===== src/rtl/uart_tx_if.sv =====
// uart_tx_if: parallel-side and serial-side signals of the UART transmitter.
//   P_DATA     - parallel byte offered by the producer
//   Data_Valid - one-cycle request strobe
//   PAR_EN     - insert a parity bit in this frame
//   PAR_TYP    - 0 = even parity, 1 = odd parity
//   TX_OUT     - serial line, idle high
//   Busy       - frame in progress; a new byte is only taken while low
// master: the producer (controller / FIFO reader). slave: the transmitter.
interface uart_tx_if #(
  parameter int DATA_WIDTH = 8
);
  logic [DATA_WIDTH-1:0] P_DATA;
  logic                  Data_Valid;
  logic                  PAR_EN;
  logic                  PAR_TYP;
  logic                  TX_OUT;
  logic                  Busy;

  modport master (
    output P_DATA, Data_Valid, PAR_EN, PAR_TYP,
    input  TX_OUT, Busy
  );

  modport slave (
    input  P_DATA, Data_Valid, PAR_EN, PAR_TYP,
    output TX_OUT, Busy
  );
endinterface


===== src/rtl/uart_tx.sv =====
// uart_tx: UART serial transmitter. CLK is the bit clock, so each frame bit
// (start, DATA_WIDTH data bits LSB first, optional parity, stop) lasts one cycle.
// Ports:
//   CLK - bit clock, rising edge
//   RST - asynchronous, active-low reset (line forced idle high, Busy low)
//   bus - uart_tx_if.slave: P_DATA/Data_Valid/PAR_EN/PAR_TYP in, TX_OUT/Busy out
// TX_OUT and Busy are registered. They are decoded from the next state so the
// start bit appears at the acceptance edge itself (zero latency).
module uart_tx #(
  parameter int DATA_WIDTH = 8
) (
  input  logic       CLK,
  input  logic       RST,
  uart_tx_if.slave   bus
);

  localparam int CNT_W = (DATA_WIDTH > 1) ? $clog2(DATA_WIDTH) : 1;
  localparam logic [CNT_W-1:0] LAST_CNT = CNT_W'(DATA_WIDTH - 1);

  typedef enum logic [2:0] {
    IDLE   = 3'd0,
    START  = 3'd1,
    DATA   = 3'd2,
    PARITY = 3'd3,
    STOP   = 3'd4
  } state_t;

  state_t                state_r;
  state_t                state_next_s;
  logic [CNT_W-1:0]      cnt_r;
  logic [CNT_W-1:0]      cnt_next_s;
  logic [DATA_WIDTH-1:0] data_r;
  logic                  par_en_r;
  logic                  par_typ_r;
  logic                  accept_s;
  logic                  tx_next_s;
  logic                  busy_next_s;
  logic                  tx_out_r;
  logic                  busy_r;

  // Parity of the data word; odd=1 inverts the even-parity result.
  function automatic logic parity_bit(input logic [DATA_WIDTH-1:0] d,
                                      input logic odd);
    return (^d) ^ odd;
  endfunction

  // State, bit counter and frame-parameter registers.
  always_ff @(posedge CLK or negedge RST) begin
    if (!RST) begin
      state_r   <= IDLE;
      cnt_r     <= {CNT_W{1'b0}};
      data_r    <= {DATA_WIDTH{1'b0}};
      par_en_r  <= 1'b0;
      par_typ_r <= 1'b0;
    end else begin
      state_r <= state_next_s;
      cnt_r   <= cnt_next_s;
      if (accept_s) begin
        data_r    <= bus.P_DATA;
        par_en_r  <= bus.PAR_EN;
        par_typ_r <= bus.PAR_TYP;
      end
    end
  end

  // Next-state and bit-counter logic; requests outside IDLE are dropped.
  always_comb begin
    state_next_s = state_r;
    cnt_next_s   = cnt_r;
    accept_s     = 1'b0;
    case (state_r)
      IDLE: begin
        if (bus.Data_Valid) begin
          state_next_s = START;
          accept_s     = 1'b1;
        end else begin
          state_next_s = IDLE;
        end
      end
      START: begin
        state_next_s = DATA;
        cnt_next_s   = {CNT_W{1'b0}};
      end
      DATA: begin
        if (cnt_r == LAST_CNT) begin
          state_next_s = par_en_r ? PARITY : STOP;
        end else begin
          cnt_next_s = cnt_r + CNT_W'(1);
        end
      end
      PARITY: begin
        state_next_s = STOP;
      end
      STOP: begin
        state_next_s = IDLE;
      end
      default: begin
        state_next_s = IDLE;
        cnt_next_s   = {CNT_W{1'b0}};
      end
    endcase
  end

  // Output decode from the state being entered, so outputs register in step.
  always_comb begin
    tx_next_s   = 1'b1;
    busy_next_s = 1'b1;
    case (state_next_s)
      IDLE: begin
        tx_next_s   = 1'b1;
        busy_next_s = 1'b0;
      end
      START:   tx_next_s = 1'b0;
      DATA:    tx_next_s = data_r[cnt_next_s];
      PARITY:  tx_next_s = parity_bit(data_r, par_typ_r);
      STOP:    tx_next_s = 1'b1;
      default: begin
        tx_next_s   = 1'b1;
        busy_next_s = 1'b0;
      end
    endcase
  end

  // Registered serial line and busy flag; reset drives the line idle at once.
  always_ff @(posedge CLK or negedge RST) begin
    if (!RST) begin
      tx_out_r <= 1'b1;
      busy_r   <= 1'b0;
    end else begin
      tx_out_r <= tx_next_s;
      busy_r   <= busy_next_s;
    end
  end

  assign bus.TX_OUT = tx_out_r;
  assign bus.Busy   = busy_r;

endmodule

===== src/flat_wrapper.sv =====
// flat-port wrapper written by rule: the top's interface ports become plain ports
module uart_tx_flat 
#(
  parameter int DATA_WIDTH = 8
)
  (CLK, RST, bus_P_DATA, bus_Data_Valid, bus_PAR_EN, bus_PAR_TYP, bus_TX_OUT, bus_Busy);
  uart_tx_if #(.DATA_WIDTH(DATA_WIDTH)) bus_i ();
  input  logic CLK;
  input  logic RST;
  input wire logic [$bits(bus_i.P_DATA)-1:0] bus_P_DATA;
  input wire logic [$bits(bus_i.Data_Valid)-1:0] bus_Data_Valid;
  input wire logic [$bits(bus_i.PAR_EN)-1:0] bus_PAR_EN;
  input wire logic [$bits(bus_i.PAR_TYP)-1:0] bus_PAR_TYP;
  output wire logic [$bits(bus_i.TX_OUT)-1:0] bus_TX_OUT;
  output wire logic [$bits(bus_i.Busy)-1:0] bus_Busy;
  assign bus_i.P_DATA = bus_P_DATA;
  assign bus_i.Data_Valid = bus_Data_Valid;
  assign bus_i.PAR_EN = bus_PAR_EN;
  assign bus_i.PAR_TYP = bus_PAR_TYP;
  assign bus_TX_OUT = bus_i.TX_OUT;
  assign bus_Busy = bus_i.Busy;
  uart_tx #(.DATA_WIDTH(DATA_WIDTH)) u_core (.CLK(CLK), .RST(RST), .bus(bus_i));
endmodule

===== config.mk =====
export PLATFORM = sky130hd
export DESIGN_NAME = uart_tx_flat
export DESIGN_NICKNAME = d
export VERILOG_FILES = /design/src/rtl/uart_tx_if.sv /design/src/rtl/uart_tx.sv /design/src/flat_wrapper.sv
export SDC_FILE = /design/constraint.sdc
export NUM_CORES = 1
export LEC_CHECK = 0
export ABC_AREA = 1
export CORE_MARGIN = 8
export CORE_UTILIZATION = 55
export CTS_CLUSTER_DIAMETER = 100
export DETAILED_ROUTE_END_ITERATION = 6
export PLACE_DENSITY = 0.87
export SETUP_SLACK_MARGIN = 0.1
export SLEW_MARGIN = 20
export SYNTH_ARGS = -nofsm -noshare
export SYNTH_HDL_FRONTEND = slang
export SYNTH_SLANG_ARGS = --single-unit
export TNS_END_PERCENT = 100

===== constraint.sdc =====
create_clock -name CLK -period 3.84 [get_ports CLK]
set_input_delay 0.384 -clock CLK [delete_from_list [all_inputs] [get_ports CLK]]
set_output_delay 0.384 -clock CLK [all_outputs]
set_load 0.1 [all_outputs]

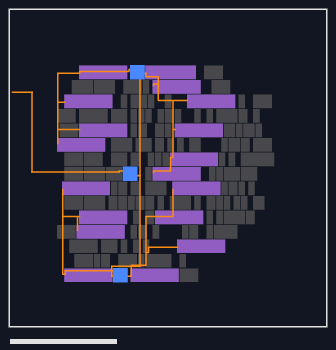
run_1/clock_map.png
Scale bar: 20 um.
[cells driving clock nets] blue | count: 3
[clock wires] orange | length: 217 um
[flip-flops] purple | count: 18
routed clock nets: 4

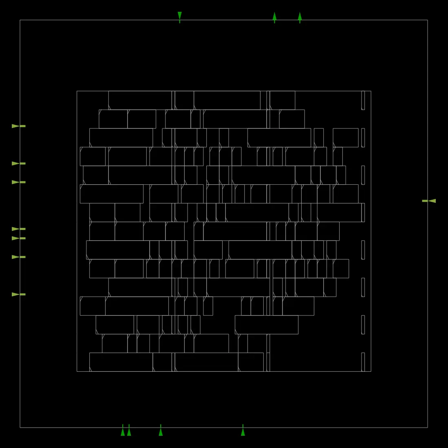
run_1/final_placement.png
row cnt: 15
Seq Cell Count: 18
Layout Utilization: 70.3%
Core Box Area: 0.00175 mm^2
tapcell count: 25

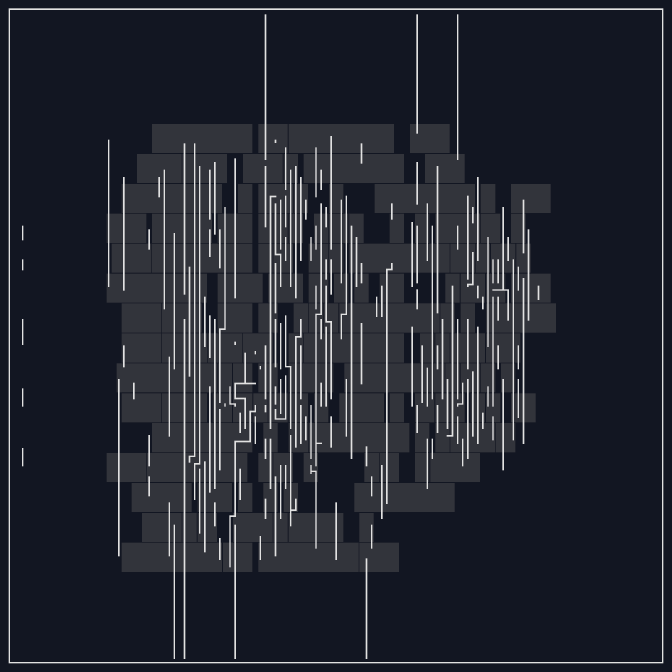
run_1/met2.png
longest straight run: 30.8 um
nets with wire on the layer: 127
wire length on this layer: 1,070 um
share of all routed wire: 54%

==> summary.txt, run 1 <==
Flow results follow.

The number of clock buffers in the layout is 4. The total CTS buffers is 3. Sequential cells account for 31.4% of the total power.

Sequential cells consume a total of around 0.00036 W. The largest register by flop count is u_core.data_r. Compared with the post-synthesis result, the final layout area differs by 19.1%. The global router's overall resource usage is approximately 13%. The tree is rooted in a sky130_fd_sc_hd__clkbuf_4. The number of standard cells after synthesis is between 100 and 150. The fraction of the mapped netlist area in simple logic gates is 30.2%. Switching power as a fraction of the total was reported as between 40% and 50%. Counting both buffers and inverters, the worst setup path holds a total of 1. Of all cell types, the one taking the most synthesized area is sky130_fd_sc_hd__dfrtp_1. The detailed-routed wire length on met3 is 63 um.

The layout has 14 buffers outside the clock class. Per the layout area report, the register area comes to roughly 450 um^2. The most area-hungry cell class in the final design is logic gates. For this run, design rule violations remaining after detail routing come to 0. The flow ran to the end, and the final reports show no timing, DRC or antenna violations. After floorplanning, the die was sized to cover ~0.0035 mm^2.

The met2 global-route usage is between 20% and 30%. TritonCTS built the clock tree. The end of the worst register-to-register path is u_core.bus.TX_OUT. The tool warning count for the run is 26. According to the I/O placement log, the pin count is 15. The run reported a max-capacitance violation count of 0. The number of failing setup endpoints in the final timing report is 0. The sum of net half-perimeters after detailed placement is approximately 1600 um. The total number of H-tree levels is 1. The maximum number of buffers from clock root to sink is 2. The actual slew at the worst max-slew pin is between 900 and 1000 ps. The capture point of the worst path is bus_TX_OUT.

The initial utilization of the core area, before any placement, comes to about 60%. The synthesis report names the predominant flop master as sky130_fd_sc_hd__dfrtp_1. Grouping non-sequential cells by family puts the most area in simple AND/OR/NAND/NOR gates. The global routing report lists met1 layer usage as around an eighth.

The data required time at the worst endpoint is 3460 ps. The worst hold-check slack is 517 ps. In the post-synthesis netlist, the cell with the most instances is sky130_fd_sc_hd__nand2_1.
run_1/gate_families.png
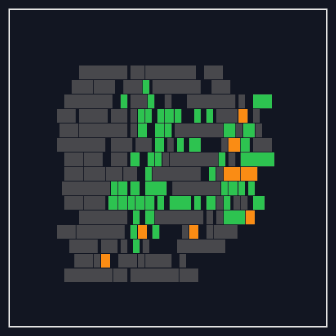

==> inputs of run 2 (changes only) <==
CORE_UTILIZATION = 47   (was 55)
PLACE_DENSITY = 0.79   (was 0.87)
clock period = 2.1 ns   (was 3.84 ns; I/O delays follow)
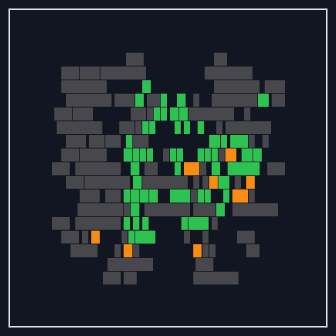
run_2/gate_families.png
[inverting AOI/OAI gates] orange | cells: 8 | most used: a21oi_1
[NAND gates] green | cells: 52 | most used: nand2_1 | where: middle

==> run 2 against run 1 <==
Routed wire length grew 2.8%. Combinational power grew 81%. Critical path depth grew 10. Sequential power up 82%. Non-clock buffer count increased by 1. Global-route usage down 1.5 points. Sequential share of layout area is 0.11 points higher. Highest routed layer unchanged.
==> summary.txt, run 2 <==
Flow results follow.

The flow ran to the end, and the final reports show no timing, DRC or antenna violations. The wire length of the first global-routing pass is roughly 3700 um. The cell-mix breakdown from Yosys lists the XOR/XNOR area share as 5.10%. With fillers left out, the area of the finished cells amounts to roughly 0.0012 mm^2. The post-synthesis register bit count is 18. sky130_fd_sc_hd__dfrtp_1 takes more of the synthesized area than any other cell. The number of buffers and inverters on the critical path is 0 (-1). The met2 global-route usage is 18.9% (-4.8 points).

In this run the top signal layer used is met4. The via count of the routed design is between 800 and 900. The largest register by flop count is u_core.data_r. In this run the critical register-to-register path is captured at u_core.bus.TX_OUT. The average vias per placed instance is between 4 and 5. The number of maximum-capacitance violations was 0 (unchanged).

The primary flip-flop cell chosen by synthesis mapping is sky130_fd_sc_hd__dfrtp_1. The area growth from synthesis to layout is 18.7%. After synthesis, the largest family of logic cells by area is simple AND/OR/NAND/NOR gates. After Yosys synthesis, full adders, half adders and majority gates account for ~1.2% of the synthesized area. The number of failing setup endpoints in the final timing report is 0 (unchanged).

The length of the first detailed-routing pass in iterations is 4. Static timing analysis puts the maximum clock frequency at between 500 and 600 MHz. The switching portion of total power is 48.0% (+0.65 points). The buffer_ports step reported a buffer count of 14.

In this run, post-CTS hold repair placed 0 buffers. The maximum number of buffers from clock root to sink is 2 (unchanged). The remaining routing DRC violations was 0 (unchanged). The worst path meets setup with 413 ps of slack.

The total number of sequential cells is 18 (unchanged). Yosys mapped a number of flops with a built-in enable equal to 0. The horizontal die size is 62.8 um.

The I/O pin count is 15 (unchanged). During synthesis, Yosys emitted a total of 0 warnings. The share of total power dissipated in the clock network is ~8.7%.

The total net switching power is 0.000983 W. The count of nets left with antenna violations after detail routing is 0. The data required time at the worst endpoint was 2320 ps (-1140 ps). The routing usage on met1 is 12.5% (+0.19 points). Total power normalized to cell area comes to 1670 mW/mm^2. Wire segments on met2 add up to a little under 1000 um in the final route. The area of the placeable core is 0.00215 mm^2 (+23%). Among all stages on the critical path, the largest delay is contributed by sky130_fd_sc_hd__dfrtp_1. The full die area is 0.00395 mm^2 (+12%). The initial standard-cell utilization of the core is 48.0% (-11 points).

The final weighted congestion of routability-driven global placement is 0.825. The number of clock buffers in the layout is 4 (unchanged). The global router's overall resource usage is 11.4% (-1.5 points).

The number of standard cells after synthesis is 118 (unchanged). The reported sequential group power is 0.000656 W (+82%). The capture point of the worst path is u_core.bus.TX_OUT. The number of warnings in the stage logs is 26 (unchanged). By area, logic gates come first. The detailed-routed wire length on met3 is 82 um (+30%). The time the final worst path needs with I/O delays and setup is between 1500 and 2000 ps. The final cell count without fillers is about 160. The sequential fraction of design power is 32.0% (+0.6 points). TritonCTS built the clock tree. The root buffer cell is sky130_fd_sc_hd__clkbuf_4. The post-route core utilization came to 57.0% (-13 points). The worst hold-check slack is 232 ps (-285 ps). The sum of net half-perimeters after detailed placement is 1610 um (+3.2%). The actual slew at the worst max-slew pin came to 353 ps (-613 ps). The height of the die is between 60 and 70 um.

The clock network power is about 0.00018 W. The total number of H-tree levels is 1 (unchanged). The number of nets in the synthesized netlist is ~130. The leakage component of the power was reported as 0.600 nW. The tap cell count is 28 (+12%).

The total CTS buffers is 3 (unchanged). The number of ordinary and repair buffers in the finished layout is 15 (+1). The cell row count is 17 (+2). The insertion delay of the later-clocked pin in the worst-skew pair is approximately 300 ps. The library cells used most frequently in the layout, excluding fill and tap cells, are sky130_fd_sc_hd__nand2_1 (28), sky130_fd_sc_hd__dfrtp_1 (17), sky130_fd_sc_hd__nand3_1 (15).

The register area is 452 um^2 (unchanged). The fraction of the mapped netlist area in simple logic gates is 30.2% (unchanged). The power share of the combinational group is 59.3%. In the post-synthesis netlist, the cell with the most instances is sky130_fd_sc_hd__nand2_1.
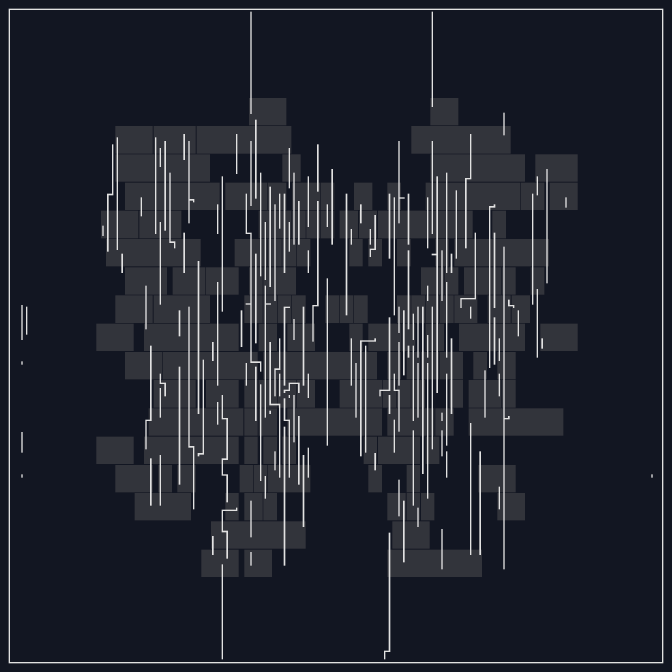
run_2/met2.png
main direction: vertical
wire length on this layer: 989 um
nets with wire on the layer: 121
longest straight run: 30.9 um
share of all routed wire: 48%

run_2/clock_map.png
Scale bar: 20 um.
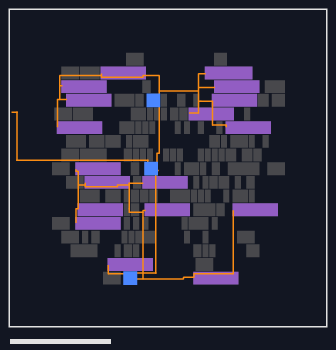

==> inputs of run 3 (changes only) <==
CORE_UTILIZATION = 52   (was 47)
PLACE_DENSITY = 0.83   (was 0.79)
clock period = 1.7 ns   (was 2.1 ns; I/O delays follow)
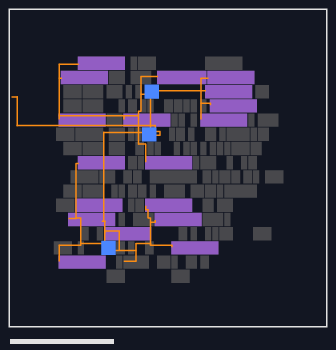
run_3/clock_map.png
Scale bar: 20 um.
[cells driving clock nets] blue | count: 3
[flip-flops] purple | count: 18
[clock wires] orange | length: 218 um
routed clock nets: 4

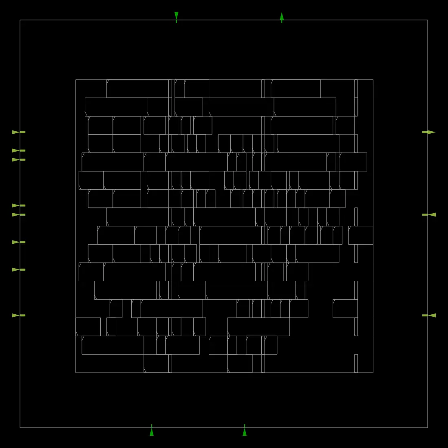
run_3/final_placement.png
Layout Utilization: 66.9%
Cell Count, Final, Fillers Out: 165
Core Box Area: 0.00192 mm^2
row cnt: 16

==> run 3 against run 2 <==
Routed wire length grew 3.0%. Clock skew is 6.9 ps lower. Power up 32%. Sequential share of layout area decreased by 1.8 points. Worst setup slack got worse by 230 ps.
==> summary.txt, run 3 <==
Flow results follow.

Looking at the gate-level netlist, the highest instance count belongs to sky130_fd_sc_hd__nand2_1. The time the final worst path needs with I/O delays and setup is 1510 ps (-173 ps). The largest register by flop count is u_core.data_r. The cell at the slowest stage of the critical path is sky130_fd_sc_hd__dfrtp_1. The primary flip-flop cell chosen by synthesis mapping is sky130_fd_sc_hd__dfrtp_1. Entering global routing, the biggest net connects 17 pins. The routing usage on met1 is 13.1% (+0.62 points).

The share of layout cells above drive strength 1 is approximately a quarter. The number of clock buffers in the layout was 4 (unchanged). The length of the first detailed-routing pass in iterations is 5 (+1). The xor/xnor share of the synthesized area is 5.10% (unchanged). The number of standard cells after synthesis is 118 (unchanged). The number of setup buffers added after CTS is 1. The global-route met3 utilization is approximately 4.7%. The logic area is between 500 and 600 um^2.

The average vias per placed instance was 5.16 (+4.7%). The net count after synthesis is 132 (unchanged). The global router's overall resource usage is 13.4% (+2.0 points).

The number of input and output port buffers inserted is 14 (unchanged). The number of buffers and inverters on the critical path came to 1 (+1). The met2 global-route usage came to 24.8% (+6.0 points). The peak supply drop is approximately 1200 uV.

The number of filler instances in the final layout is between 150 and 200. The tap cell count came to 27 (-3.6%). The register area is 452 um^2 (unchanged).

The number of failing setup endpoints in the final timing report was 0 (unchanged). The end of the worst register-to-register path is u_core.bus.TX_OUT. In the layout the commonest cells are sky130_fd_sc_hd__nand2_1 (25), sky130_fd_sc_hd__dfrtp_1 (17), sky130_fd_sc_hd__nand3_1 (15). The worst hold-check slack is 136 ps (-96.7 ps). The horizontal die size is 60.5 um (-3.7%). The insertion delay of the later-clocked pin in the worst-skew pair is 300 ps (about the same).

Per the run report, area growth between synthesis and finish was 24.8%. The total of hold buffers inserted after clock tree synthesis is 0 (unchanged). The headroom to the max-slew limit is around 76%. For reference, the top cells by count after synthesis are sky130_fd_sc_hd__nand2_1 (28), sky130_fd_sc_hd__dfrtp_1 (17), sky130_fd_sc_hd__nand3_1 (15). The number of warnings in the stage logs came to 26 (unchanged).

The total net switching power was 0.00127 W (+30%). The switching portion of total power is 47.1% (-0.90 points). The initial standard-cell utilization of the core is 53.6% (+5.7 points). The wire length on met1 is around 840 um. The capture point of the worst path is u_core.bus.TX_OUT. The final weighted congestion of routability-driven global placement is 0.875 (+6.0%). The number of ordinary and repair buffers in the finished layout is 17 (+2).

The reported sequential group power is 0.000818 W (+25%). The actual slew at the worst max-slew pin is 357 ps (+3.67 ps). The worst setup margin was 186 ps (-227 ps). The combinational family with the most area after synthesis is simple AND/OR/NAND/NOR gates. The I/O pin count is 15 (unchanged). The post-route cell area is 0.00129 mm^2 (+5.1%).

The detailed-routed wire length on met3 came to 112 um (+37%). The worst register-to-register path has a setup slack of about 190 ps. The data required time at the worst endpoint is 1930 ps (-390 ps). The leakage dissipation is 0.622 nW (+3.6%). Per the log, the first TritonRoute iteration ended with a DRC count of 11. The power density relative to cell area was 2100 mW/mm^2 (+26%). The run finished with clean final reports. The setup skew after layout is around 2.4 ps. The flop share of the area is a little over a third. The wire length of the first global-routing pass is 3730 um (+1.5%).

The root buffer cell is sky130_fd_sc_hd__clkbuf_4. The netlist uses 23 different library cells. The most area-hungry cell class in the final design is logic gates. The post-synth tally of flip-flops with integrated enable was 0 (unchanged). The maximum number of buffers from clock root to sink is 2 (unchanged). The total number of sequential cells is 18 (unchanged).

OpenSTA lists the critical path startpoint as u_core.cnt_r[1]. The height of the die came to 60.5 um (-3.7%). The fraction of the mapped netlist area in simple logic gates is 30.2% (unchanged). The sequential fraction of design power is 30.3% (-1.7 points). TritonCTS built the clock tree. The detailed-routed wire length on met2 was 1110 um (+13%). The total number of yosys warnings came to 0 (unchanged). The remaining routing DRC violations is 0 (unchanged). The total number of H-tree levels came to 1 (unchanged). The full die area is 0.00366 mm^2 (-7.2%).

The sum of net half-perimeters after detailed placement is 1580 um (-1.8%). The fmax came to 660 MHz (+11%). The cell type with the highest aggregate area in the netlist is sky130_fd_sc_hd__dfrtp_1. The via count of the routed design is 851 (+5.3%). The clock network power came to 0.000264 W (+47%). The total CTS buffers is 3 (unchanged). The via count of the first global-routing pass was roughly 900. The count of nets left with antenna violations after detail routing is 0 (unchanged). The synthesized-area fraction occupied by adder cells is 1.21% (unchanged). The number of maximum-capacitance violations is 0 (unchanged).

The share of total power in the clock network is 9.8% (+1.1 points). The highest metal layer with signal wires is met4. The power share of the combinational group is 60.0% (+0.7 points). The post-synthesis register bit count is 18 (unchanged).

==> screenshots <==
Cells coloured by class.
Scale bar: 20 um.
Plate I
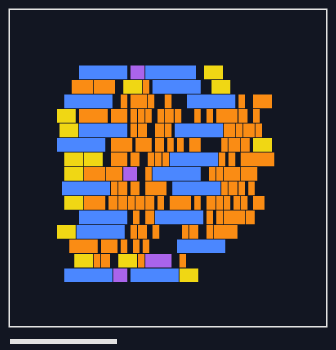
Plate II
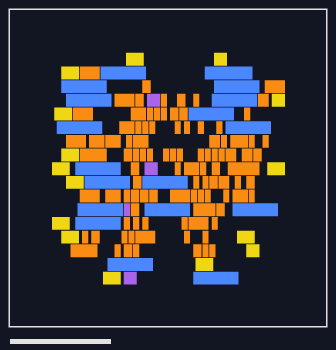
The one with the highest utilization is Plate I.
- run 2 = Plate II
- run 1 = Plate I

Key to Plate II:
[all other logic] orange | cells: 99 | share of their area: 48%
[clock drivers and dummy loads] purple | cells: 4 | share of their area: 2.2%
[other buffers and delay cells] yellow | cells: 15 | share of their area: 12%
[flip-flops] blue | cells: 18 | share of their area: 38%

Power figures rest on the tool's default switching activity, not on a simulated workload.
